$ cat src/rtl/fetch_unit.sv
// fetch_unit: MIPS instruction-fetch front end (PC, redirect targets, imem handshake, DEPTH-entry queue).
// Optional FETCH_PERF_CNT_EN adds pop and redirect counters.
module fetch_unit #(
  parameter int          ADDR_W   = 32,
  parameter int          DEPTH    = 4,
  parameter logic [31:0] RESET_PC = 32'h0040_0000
) (
  input  logic              clock,
  input  logic              reset,
  output logic              imem_req_out,
  output logic [ADDR_W-1:0] imem_addr_out,
  input  logic              imem_gnt_in,
  input  logic              imem_rsp_valid_in,
  input  logic [31:0]       imem_data_in,
  output logic              inst_valid_out,
  output logic [31:0]       inst_out,
  output logic [ADDR_W-1:0] inst_pc_out,
  input  logic              inst_ready_in,
  input  logic [ADDR_W-1:0] redirect_base_in,
  input  logic              branch_en_in,
  input  logic [15:0]       branch_imm_in,
  input  logic              jump_en_in,
  input  logic [25:0]       jump_idx_in,
  input  logic              jr_en_in,
  input  logic [ADDR_W-1:0] jr_target_in
`ifdef FETCH_PERF_CNT_EN
  ,
  output logic [31:0]       perf_fetch_cnt_out,
  output logic [31:0]       perf_flush_cnt_out
`endif
);

  localparam int                PTR_W      = (DEPTH > 1) ? $clog2(DEPTH) : 1;
  localparam int                CNT_W      = PTR_W + 1;
  localparam logic [CNT_W:0]    DEPTH_C    = (CNT_W+1)'(DEPTH);
  localparam logic [ADDR_W-1:0] PC_INC     = ADDR_W'(4);
  localparam logic [ADDR_W-1:0] RESET_ADDR = {RESET_PC[ADDR_W-1:2], 2'b00};

  logic [ADDR_W-1:0] fetch_pc;
  logic [ADDR_W-1:0] req_pc;
  logic              pending;
  logic              discard;
  logic [PTR_W-1:0]  head;
  logic [PTR_W-1:0]  tail;
  logic [CNT_W-1:0]  count;
  logic [31:0]       q_inst [DEPTH];
  logic [ADDR_W-1:0] q_pc   [DEPTH];

  logic              redirect;
  logic [ADDR_W-1:0] target;
  logic [CNT_W:0]    occupancy;
  logic              grant;
  logic              push;
  logic              pop;

  function automatic logic [ADDR_W-1:0] align_word(input logic [ADDR_W-1:0] a);
    return {a[ADDR_W-1:2], 2'b00};
  endfunction

  function automatic logic [ADDR_W-1:0] branch_target(input logic [ADDR_W-1:0] base,
                                                      input logic signed [15:0] imm);
    logic signed [ADDR_W-1:0] offset;
    offset = ADDR_W'(imm) <<< 2;
    return align_word(base + PC_INC + $unsigned(offset));
  endfunction

  // Region bits come from the delay-slot address, not the jump itself.
  function automatic logic [ADDR_W-1:0] jump_target(input logic [ADDR_W-1:0] base,
                                                    input logic [25:0] idx);
    logic [ADDR_W-1:0] t;
    t       = base + PC_INC;
    t[27:0] = {idx, 2'b00};
    return t;
  endfunction

  always_comb begin
    redirect = jr_en_in | jump_en_in | branch_en_in;
    target   = branch_target(redirect_base_in, branch_imm_in);
    if (jr_en_in)
      target = align_word(jr_target_in);
    else if (jump_en_in)
      target = jump_target(redirect_base_in, jump_idx_in);
  end

  // Issue: one request in flight; the occupancy guard reserves a queue slot
  // for every outstanding response, so a push never finds the queue full.
  assign occupancy     = {1'b0, count} + {{CNT_W{1'b0}}, pending};
  assign imem_req_out  = !reset && !redirect && (!pending || imem_rsp_valid_in) &&
                         (occupancy < DEPTH_C);
  assign imem_addr_out = fetch_pc;
  assign grant         = imem_req_out && imem_gnt_in;
  assign push          = imem_rsp_valid_in && !discard && !redirect;
  assign pop           = inst_valid_out && inst_ready_in && !redirect;

  always_ff @(posedge clock or posedge reset) begin
    if (reset) begin
      fetch_pc <= RESET_ADDR;
      pending  <= 1'b0;
      discard  <= 1'b0;
      head     <= '0;
      tail     <= '0;
      count    <= '0;
    end else begin
      if (redirect)
        fetch_pc <= target;
      else if (grant)
        fetch_pc <= fetch_pc + PC_INC;

      if (grant)
        pending <= 1'b1;
      else if (imem_rsp_valid_in)
        pending <= 1'b0;

      // Any response consumes the stale marker; a redirect with the
      // response still outstanding marks it stale.
      if (imem_rsp_valid_in)
        discard <= 1'b0;
      else if (redirect && pending)
        discard <= 1'b1;

      if (redirect) begin
        head  <= '0;
        tail  <= '0;
        count <= '0;
      end else begin
        if (push)
          tail <= tail + PTR_W'(1);
        if (pop)
          head <= head + PTR_W'(1);
        case ({push, pop})
          2'b10:   count <= count + CNT_W'(1);
          2'b01:   count <= count - CNT_W'(1);
          default: count <= count;
        endcase
      end
    end
  end

  // Queue storage and the in-flight request address carry no reset.
  always_ff @(posedge clock) begin
    if (grant)
      req_pc <= fetch_pc;
    if (push) begin
      q_inst[tail] <= imem_data_in;
      q_pc[tail]   <= req_pc;
    end
  end

  assign inst_valid_out = (count != '0);
  assign inst_out       = inst_valid_out ? q_inst[head] : 32'd0;
  assign inst_pc_out    = inst_valid_out ? q_pc[head]   : '0;

`ifdef FETCH_PERF_CNT_EN
  always_ff @(posedge clock or posedge reset) begin
    if (reset) begin
      perf_fetch_cnt_out <= 32'd0;
      perf_flush_cnt_out <= 32'd0;
    end else begin
      if (pop)
        perf_fetch_cnt_out <= perf_fetch_cnt_out + 32'd1;
      if (redirect)
        perf_flush_cnt_out <= perf_flush_cnt_out + 32'd1;
    end
  end
`endif

endmodule

$ cat config.mk
export PLATFORM = sky130hd
export DESIGN_NAME = fetch_unit
export DESIGN_NICKNAME = d
export VERILOG_FILES = /design/src/rtl/fetch_unit.sv
export SDC_FILE = /design/constraint.sdc
export NUM_CORES = 1
export LEC_CHECK = 0
export ABC_AREA = 1
export CAP_MARGIN = 10
export CORE_MARGIN = 3
export CORE_UTILIZATION = 55
export DETAILED_ROUTE_END_ITERATION = 7
export PLACE_DENSITY = 0.83
export SLEW_MARGIN = 10
export SYNTH_ARGS = -nofsm -noshare
export SYNTH_HDL_FRONTEND = slang
export SYNTH_SLANG_ARGS = --single-unit
$ cat constraint.sdc
create_clock -name clock -period 4.7 [get_ports clock]
set_input_delay 0.47 -clock clock [delete_from_list [all_inputs] [get_ports clock]]
set_output_delay 0.47 -clock clock [all_outputs]
set_load 0.05 [all_outputs]
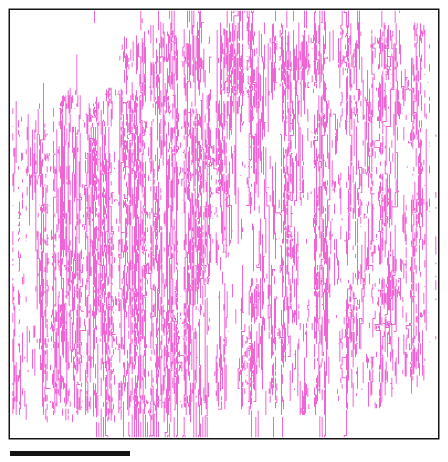
Fig. 1. M2 wires.
Scale bar: 50 um.
- wire length on this layer: 22.2 mm
- main direction: vertical
- share of all routed wire: 50%
total routed wirelength: 44.9 mm
vias: 13546
grt met2 use: 48.5%

==> reports/qor.txt <==
Met2 WL - 22.2 mm
Die height - 178 um
Core Rows - 62
Slew Viols, Final - 0
Power per cell area - 376 nW/um^2
Sequential power - 3.22 mW
Total gr overflow - 0
Post-CTS sizing - 0
Status - complete, no violations
Setup violators final - 0
Storage element area - 9330 um^2
Internal - 5.07 mW
Final tally of hold violations - 0
Sw Share - 32.6%
Clock Tree Root - clkbuf_16
Final net count - 2205
Number of non-clock buffers - 255
Crit-path max FO - 71
Clock tree sinks - 317
Area grow syn2layout - 22.7%
Clock power share - 29.7%
Iteration-0 DRC Markers - 1268
H-Tree Depth - 1
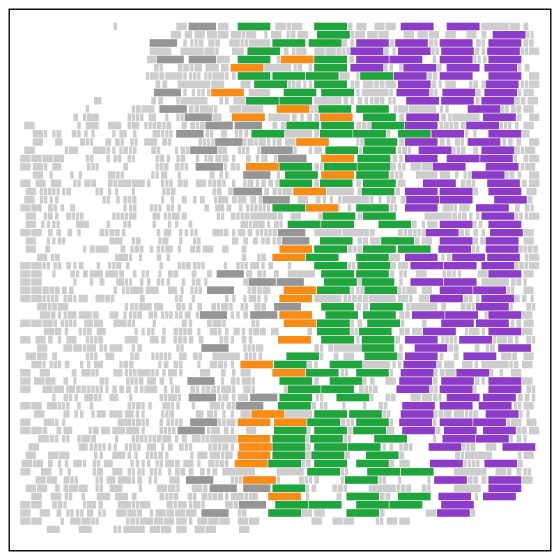
Fig. 2. Sequential cells grouped by signal name.
- purple: q_inst (sequential cells 128; where a column on the right)
- orange: req_pc (sequential cells 30; where a column down the middle)
- green: q_pc (sequential cells 120; where a column down the middle)

## cells in the final DEF, fill, tap and decap left out, drive strengths merged, types with 2 or more instances in the layout
cell type        n
or2              3
a31oi            4
clkinv          11
o311ai           2
nor3            20
nor2           406
nand3           65
nand2          318
ha              40
inv            138
clkdlybuf4s50  235
dfrtp           38
conb             4
edfxtp         278
o211ai           8
o21ai          180
clkbuf          37
nand4           15
a21oi          130
o21bai           7
xor2            38
fa               2
bufinv           3
nor4             7
buf             20
a21o             2
xnor2           16
nand3b           5
## cells by family after synthesis
family                   share of synthesized area (%)
AND-OR/OR-AND                                     10.7
adder cells (fa/ha/maj)                           3.31
other                                           0.0230
XOR/XNOR                                          2.90
buffers and inverters                             5.05
flip-flops                                        57.2
AND/OR/NAND/NOR                                   20.8
No activity file was given, so power comes from the tool's default toggle rates.
